$ cat src/rtl/bk_pkg.sv
`default_nettype none
// ============================================================================
// Package     : bk_pkg
// Description : Shared types and helpers for the Brent-Kung adder family.
//               gp_t carries a generate/propagate pair; gp_combine is the
//               prefix operator (hi o lo); bk_levels gives ceil(log2(width)).
// Revision    : 1.0 - initial release
// ============================================================================
package bk_pkg;

  localparam int WIDTH_DEFAULT = 12;

  typedef struct packed {
    logic g;
    logic p;
  } gp_t;

  // ceil(log2(width)); 0 for width <= 1.
  function automatic int bk_levels(input int width);
    int lv;
    lv = 0;
    while ((1 << lv) < width) lv++;
    return lv;
  endfunction

  // Group (hi) absorbing the lower group (lo): standard carry-prefix operator.
  function automatic gp_t gp_combine(input gp_t hi, input gp_t lo);
    gp_t r;
    r.g = hi.g | (hi.p & lo.g);
    r.p = hi.p & lo.p;
    return r;
  endfunction

endpackage
`default_nettype wire

$ cat src/rtl/bk_pipe_stage.sv
`default_nettype none
// ============================================================================
// Module      : bk_pipe_stage
// Description : Generic valid/ready register slice. Accepts a beat whenever
//               it is empty or its current beat leaves this cycle; payload is
//               only written on an accepted beat so it holds while stalled.
// Revision    : 1.0 - initial release
// Ports       :
//   clk        in   clock, rising edge
//   rst_n      in   synchronous active-low reset (clears valid and payload)
//   in_valid   in   upstream beat present
//   in_ready   out  slice can take a beat this cycle
//   in_data    in   upstream payload
//   out_valid  out  slice holds a beat
//   out_ready  in   downstream takes the beat
//   out_data   out  registered payload
// ============================================================================
module bk_pipe_stage
  import bk_pkg::*;
#(
  parameter int DATA_W = 8
) (
  input  logic              clk,
  input  logic              rst_n,
  input  logic              in_valid,
  output logic              in_ready,
  input  logic [DATA_W-1:0] in_data,
  output logic              out_valid,
  input  logic              out_ready,
  output logic [DATA_W-1:0] out_data
);

  logic              valid_q;
  logic [DATA_W-1:0] data_q;

  // Combinational ready chain: a full slice still accepts if it drains now.
  assign in_ready  = ~valid_q | out_ready;
  assign out_valid = valid_q;
  assign out_data  = data_q;

  always_ff @(posedge clk) begin
    if (!rst_n) begin
      valid_q <= 1'b0;
      data_q  <= '0;
    end else if (in_ready) begin
      valid_q <= in_valid;
      if (in_valid) data_q <= in_data;
    end
  end

endmodule
`default_nettype wire

$ cat src/rtl/bk_sum_decoder.sv
`default_nettype none
// ============================================================================
// Module      : bk_sum_decoder
// Description : Recovers operand B = SUM - A from a (WIDTH+1)-bit adder result
//               and one WIDTH-bit operand, flagging sums that no WIDTH-bit B
//               could produce. SUM - A is computed as SUM + ~A + 1 over
//               WIDTH+1 bits with a 3-stage Brent-Kung prefix pipeline:
//               S1 bit g/p, S2 up-sweep, S3 down-sweep + difference.
// Revision    : 1.0 - initial release
// Ports       :
//   clk        in   clock, rising edge
//   rst_n      in   synchronous active-low reset
//   in_valid   in   input beat present
//   in_ready   out  beat accepted this cycle (combinational from out_ready)
//   in_sum     in   adder result, bit WIDTH is the carry out
//   in_a       in   known operand
//   out_valid  out  result beat present
//   out_ready  in   downstream accepts result
//   out_b      out  (in_sum - in_a) mod 2^WIDTH
//   out_err    out  in_sum < in_a or in_sum - in_a > 2^WIDTH-1
//   busy       out  any stage holds a beat
// ============================================================================
module bk_sum_decoder
  import bk_pkg::*;
#(
  parameter int WIDTH  = WIDTH_DEFAULT,
  parameter int STAGES = 3
) (
  input  logic             clk,
  input  logic             rst_n,
  input  logic             in_valid,
  output logic             in_ready,
  input  logic [WIDTH:0]   in_sum,
  input  logic [WIDTH-1:0] in_a,
  output logic             out_valid,
  input  logic             out_ready,
  output logic [WIDTH-1:0] out_b,
  output logic             out_err,
  output logic             busy
);

  localparam int N      = WIDTH + 1;     // prefix network width
  localparam int LEVELS = bk_levels(N);
  localparam int S1_W   = 2 * WIDTH + 1; // bit g/p pairs + sum MSB
  localparam int S2_W   = 3 * N;         // original p bits + up-swept nodes
  localparam int S3_W   = WIDTH + 1;     // {err, b}

  generate
    if (STAGES != 3) begin : g_bad_stages
      $error("bk_sum_decoder: STAGES must be 3");
    end
  endgenerate

  logic            v1, v2, v3;
  logic            rdy2, rdy3;
  logic [S1_W-1:0] s1_din, s1_dout;
  logic [S2_W-1:0] s2_din, s2_dout;
  logic [S3_W-1:0] s3_din, s3_dout;

  // ---------------- S1: per-bit generate/propagate of SUM + ~A ----------------
  gp_t [WIDTH-1:0] bit_gp;

  always_comb begin
    for (int i = 0; i < WIDTH; i++) begin
      bit_gp[i].g = in_sum[i] & ~in_a[i];
      bit_gp[i].p = in_sum[i] ^ ~in_a[i];
    end
  end

  // Bit WIDTH has a=0, so its g/p are rebuilt from the stored sum MSB in S2.
  assign s1_din = {in_sum[WIDTH], bit_gp};

  // ---------------- S2: Brent-Kung up-sweep ----------------
  gp_t [WIDTH-1:0] s1_gp;
  logic            s1_msb;
  gp_t [N-1:0]     up;
  logic [N-1:0]    p_bits;

  assign s1_gp  = s1_dout[2*WIDTH-1:0];
  assign s1_msb = s1_dout[2*WIDTH];

  always_comb begin
    up = {{s1_msb, ~s1_msb}, s1_gp};
    for (int i = 0; i < N; i++) p_bits[i] = up[i].p;
    // The +1 carry-in is folded into bit 0 so every prefix G is a true carry.
    up[0].g = up[0].g | up[0].p;
    for (int l = 0; l < LEVELS; l++) begin
      for (int i = (2 << l) - 1; i < N; i += (2 << l)) begin
        up[i] = gp_combine(up[i], up[i - (1 << l)]);
      end
    end
  end

  assign s2_din = {p_bits, up};

  // ---------------- S3: down-sweep, carries, difference ----------------
  gp_t [N-1:0]  dn;
  logic [N-1:0] s2_p;
  logic [N-1:0] carry;
  logic [N-1:0] diff;
  logic         no_borrow;

  assign s2_p = s2_dout[S2_W-1:2*N];

  always_comb begin
    dn = s2_dout[2*N-1:0];
    for (int l = LEVELS - 1; l >= 0; l--) begin
      for (int i = 3 * (1 << l) - 1; i < N; i += (2 << l)) begin
        dn[i] = gp_combine(dn[i], dn[i - (1 << l)]);
      end
    end
    carry[0] = 1'b1;
    for (int i = 1; i < N; i++) carry[i] = dn[i-1].g;
    diff      = s2_p ^ carry;
    no_borrow = dn[N-1].g;
  end

  // A borrow means SUM < A; a set diff MSB means the difference exceeds WIDTH bits.
  assign s3_din = {~no_borrow | diff[WIDTH], diff[WIDTH-1:0]};

  // ---------------- Register slices ----------------
  bk_pipe_stage #(.DATA_W(S1_W)) u_s1 (
    .clk       (clk),
    .rst_n     (rst_n),
    .in_valid  (in_valid),
    .in_ready  (in_ready),
    .in_data   (s1_din),
    .out_valid (v1),
    .out_ready (rdy2),
    .out_data  (s1_dout)
  );

  bk_pipe_stage #(.DATA_W(S2_W)) u_s2 (
    .clk       (clk),
    .rst_n     (rst_n),
    .in_valid  (v1),
    .in_ready  (rdy2),
    .in_data   (s2_din),
    .out_valid (v2),
    .out_ready (rdy3),
    .out_data  (s2_dout)
  );

  bk_pipe_stage #(.DATA_W(S3_W)) u_s3 (
    .clk       (clk),
    .rst_n     (rst_n),
    .in_valid  (v2),
    .in_ready  (rdy3),
    .in_data   (s3_din),
    .out_valid (v3),
    .out_ready (out_ready),
    .out_data  (s3_dout)
  );

  assign out_valid = v3;
  assign out_b     = s3_dout[WIDTH-1:0];
  assign out_err   = s3_dout[WIDTH];
  assign busy      = v1 | v2 | v3;

endmodule
`default_nettype wire

$ cat config.mk
export PLATFORM = sky130hd
export DESIGN_NAME = bk_sum_decoder
export DESIGN_NICKNAME = d
export VERILOG_FILES = /design/src/rtl/bk_pkg.sv /design/src/rtl/bk_pipe_stage.sv /design/src/rtl/bk_sum_decoder.sv
export SDC_FILE = /design/constraint.sdc
export NUM_CORES = 1
export LEC_CHECK = 0
export CAP_MARGIN = 25
export CORE_UTILIZATION = 48
export DETAILED_ROUTE_END_ITERATION = 8
export HOLD_SLACK_MARGIN = 0.1
export PLACE_DENSITY_LB_ADDON = 0.12
export SYNTH_ARGS = -nofsm -noshare
export SYNTH_HDL_FRONTEND = slang
export SYNTH_SLANG_ARGS = --single-unit
$ cat constraint.sdc
create_clock -name clk -period 1.3 [get_ports clk]
set_input_delay 0.195 -clock clk [delete_from_list [all_inputs] [get_ports clk]]
set_output_delay 0.195 -clock clk [all_outputs]
set_load 0.02 [all_outputs]
Track usage over the die:
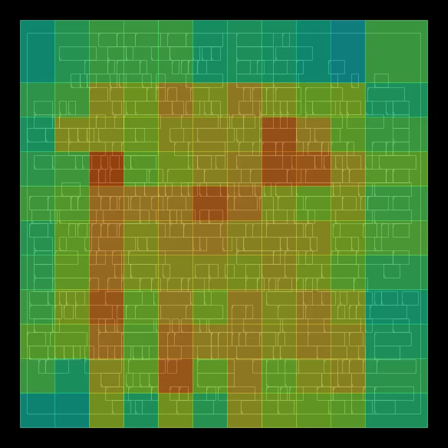
most heavily used metal layer in global routing: met2
post-layout utilization of the core: 65.7%
Global Route Usage Sum: 19.3%
routing usage on met3: 3.67%

Hierarchy map of the flops:
Scale: 4 px per um. Other cells in grey.
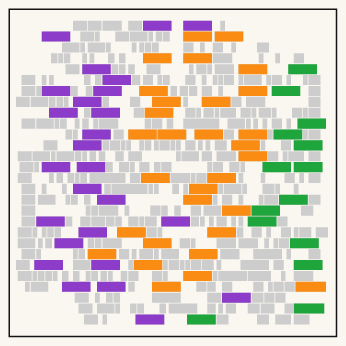
[green] `u_s3` | sequential cells: 14
[orange] `u_s2` | sequential cells: 30
[purple] `u_s1` | sequential cells: 26
total die area: 6630 um^2
non-filler cells in the finished layout: 497

Floorplan with the power grid:
Scale: 4 px per um. Pins as bars on the die edge.
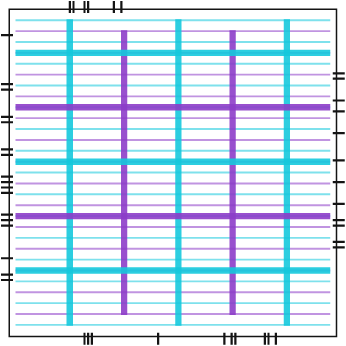
[purple] VDD
[cyan] VSS
rows: 28
met1 rails: 29
met5 straps: 5
core region area: 5990 um^2
maximum vdd ir drop: 0.583 mV

==> synth_stat cells, types with 2 or more instances <==
cell type / number / area (um^2)
a211oi_1: 2 / 15.0
a21boi_0: 4 / 30.0
a21boi_1: 29 / 218
a21o_1: 3 / 22.5
a21oi_1: 3 / 15.0
and2_1: 3 / 18.8
buf_2: 11 / 55.1
clkbuf_1: 8 / 30.0
clkbuf_2: 2 / 10.0
dfxtp_1: 70 / 1400
ha_1: 18 / 225
inv_1: 15 / 56.3
nand2_1: 90 / 338
nand2b_1: 2 / 12.5
nand3_1: 27 / 135
nand3b_1: 3 / 22.5
nand4_1: 2 / 12.5
nor2_1: 13 / 48.8
nor3_1: 3 / 15.0
o211a_1: 4 / 40.0
o21a_1: 3 / 22.5
o21ai_0: 24 / 120
o21ai_1: 6 / 30.0
xnor2_1: 6 / 52.6
==> routing by layer <==
| metal | routed length [um] | vias up | global-route usage, % |
|---|---|---|---|
| met2 | 2640 | 42 | 28.2 |
| met5 | 0 | - | 0 |
| met1 | 3310 | 1131 | 26.9 |
| li1 | - | 1324 | - |
| met4 | 94 | 0 | 9.64 |
| met3 | 185 | 10 | 3.67 |
==> power groups by stage <==
stage                     combinational [mW]  sequential [mW]  clock (mW)
after CTS                              0.501             2.30        1.57
after global placement                 0.500             2.34           0
after detailed placement               0.504             2.35           0
after global routing                   0.606             2.31        1.65
after floorplan                        0.268             2.34           0
final                                  0.544             2.30        1.52
==> cells by family after synthesis <==
group                      Yosys count
DFF                                 70
adders and majority gates           18
AOI/OAI and AO/OA                   82
and+or+nand+nor                    148
xor gates and xnor gates             6
buffers and inverters               38
==> area by class of cell <==
cell class | instances | area (um^2)
timing repair buffer | 68 | 716
tap | 75 | 93.8
sequential | 70 | 1400
clock inverter | 1 | 5.00
fill | 512 | 2060
clock buffer | 14 | 163
inverter | 15 | 56.3
multi-input combinational | 254 | 1500
==> what timing repair did <==
action | in CTS | in global routing
hold buffers | 0 | 0
cloned | 0 | 3
endpoints found under the setup margin | 51 | 62
resized | 27 | 13
pin swaps | 0 | 8
setup buffers | 0 | 1
==> through the flow <==
step	TNS [ns]	setup WS [ns]
2_1_floorplan	-0.357	-0.0154
3_3_place_gp	-14.62	-0.333
3_5_place_dp	-15.34	-0.352
4_1_cts	-0.512	-0.0838
5_1_grt	-4.52	-0.137
6_report	-1.00	-0.0828
==> worst max-delay path: stages (launching register included) <==
cell and delay, ns:
dfxtp_2 0.34, or3_1 0.38, buf_6 0.14
==> state kept, by name, indices dropped and copies added, names as in the netlist <==
name            count
u_s2.out_valid      1
u_s1.out_valid      1
u_s2.out_data      29
u_s1.out_data      25
u_s3.out_valid      1
u_s3.out_data      13
==> final timing paths <==
kind	slack, ns	from	end	cells past startpoint
setup / recovery	-0.08	u_s2.out_valid$_SDFFE_PN0P_	busy	2
hold / removal	0.24	rst_n	u_s2.out_data[32]$_SDFFE_PN0P_	2
setup reg to reg	-0.08	u_s3.out_valid$_SDFFE_PN0P_	u_s2.out_data[22]$_SDFFE_PN0P_	6
hold reg to reg	0.45	u_s3.out_data[10]$_SDFFE_PN0P_	u_s3.out_data[10]$_SDFFE_PN0P_	2
==> flow_summary.html <==
<h3>Run summary</h3>
<table>
<tr><th>Metric</th><th>Value</th></tr>
<tr><th colspan="2">Run</th></tr>
<tr><td>Number of warnings the tools reported</td><td>29</td></tr>
<tr><td>Maximum Capacitance Violations</td><td>0</td></tr>
<tr><th colspan="2">Hold path</th></tr>
<tr><td>Class of the tightest hold or removal check</td><td>input pin to flop</td></tr>
<tr><th colspan="2">Route</th></tr>
<tr><td>Vias</td><td>2507</td></tr>
<tr><td>Wire length reported by the detailed router</td><td>6230 um</td></tr>
<tr><td>Iteration-0 DRC Markers</td><td>113</td></tr>
<tr><td>Post-detailed-route wirelength per cell</td><td>12.5 um</td></tr>
<tr><td>Number of detailed-routing iterations run before antenna repair</td><td>4</td></tr>
<tr><td>Average vias per placed instance</td><td>5.04</td></tr>
<tr><th colspan="2">Clocking</th></tr>
<tr><td>Number of CTS-inserted buffers</td><td>9</td></tr>
<tr><td>Num Clock Sinks</td><td>70</td></tr>
<tr><td>Root buffer selected by CTS</td><td>clkbuf_8</td></tr>
<tr><td>Clock latency on the worst-skew pair</td><td>0.33 ns</td></tr>
<tr><td>Longest Clk Path Bufs</td><td>2</td></tr>
<tr><td>TritonCTS clock tree</td><td>done</td></tr>
<tr><td>Number of H-tree branching levels</td><td>3</td></tr>
<tr><th colspan="2">Status</th></tr>
<tr><td>Failing checks</td><td>negative setup slack</td></tr>
<tr><td>Status</td><td>finished with violations</td></tr>
<tr><th colspan="2">Synthesis</th></tr>
<tr><td>Dominant Register Cell</td><td>dfxtp_1</td></tr>
<tr><td>Ys flops</td><td>70</td></tr>
<tr><td>Syn_area_per_cell</td><td>8.37 um^2</td></tr>
<tr><td>Basic Gates by Area</td><td>21.2%</td></tr>
<tr><td>Synthesized-area fraction occupied by ao, oa, aoi and oai cells</td><td>18.0%</td></tr>
<tr><td>Unique cell type count in the Yosys netlist</td><td>35</td></tr>
<tr><td>Yosys warning tally</td><td>0</td></tr>
<tr><td>Adder share</td><td>7.43%</td></tr>
<tr><td>Share of synthesized area spent on multiplexers</td><td>0%</td></tr>
<tr><td>Number of cells in Yosys stat</td><td>362</td></tr>
<tr><td>Synthesized instance count</td><td>362</td></tr>
<tr><td>Synthesized net count</td><td>409</td></tr>
<tr><td>Synthesized chip area reported by yosys</td><td>3030 um^2</td></tr>
<tr><td>Number of flops mapped to enable cells by yosys</td><td>0</td></tr>
<tr><th colspan="2">Floorplanning</th></tr>
<tr><td>Initial core utilization</td><td>50.6%</td></tr>
<tr><td>Floorplan row count</td><td>28</td></tr>
<tr><th colspan="2">Cells and area</th></tr>
<tr><td>Antenna diode count</td><td>0</td></tr>
<tr><td>Finished layout cell area</td><td>3930 um^2</td></tr>
<tr><td>Net count, final</td><td>465</td></tr>
<tr><td>Post-synthesis to final-layout area growth</td><td>29.9%</td></tr>
<tr><th colspan="2">Setup path</th></tr>
<tr><td>Crit Path Category</td><td>flop to output port</td></tr>
<tr><td>WP data required</td><td>1.11 ns</td></tr>
<tr><td>Worst endpoint data arrival time</td><td>1.19 ns</td></tr>
<tr><td>Crit start category</td><td>flop</td></tr>
<tr><th colspan="2">Pwr</th></tr>
<tr><td>Share of total power in combinational logic</td><td>12.5%</td></tr>
<tr><td>Net switching power figure</td><td>1.06 mW</td></tr>
<tr><td>PwrDens</td><td>1110 nW/um^2</td></tr>
<tr><td>Cell leakage power</td><td>1.68 nW</td></tr>
<tr><td>Internal power of the cells</td><td>3.31 mW</td></tr>
<tr><th colspan="2">Placed design</th></tr>
<tr><td>Placed Cells</td><td>478</td></tr>
<tr><td>Routability-driven placement congestion ratio</td><td>0.798</td></tr>
<tr><th colspan="2">GRT</th></tr>
<tr><td>Vias in the first global route</td><td>2158</td></tr>
<tr><td>Initial antenna violation count</td><td>0</td></tr>
<tr><td>Wire length of the first global-routing pass</td><td>9670 um</td></tr>
<tr><td>Gr ovfl total</td><td>0</td></tr>
<tr><th colspan="2">Timing</th></tr>
<tr><td>Post-route clock skew</td><td>0.00300 ns</td></tr>
<tr><td>Min Tclk post-route</td><td>1.38 ns</td></tr>
<tr><td>Min setup slack post-route</td><td>-0.0828 ns</td></tr>
<tr><td>Setup repair after global routing missed its margin</td><td>yes</td></tr>
<tr><td>Max-slew headroom</td><td>73.7%</td></tr>
<tr><td>Number of setup violations in the final report</td><td>28</td></tr>
<tr><td>Fmax</td><td>723 MHz</td></tr>
<tr><td>Post-route clock period utilization</td><td>106%</td></tr>
<tr><td>Final count of pins violating max slew</td><td>0</td></tr>
</table>
Power and IR drop assume default switching activity.
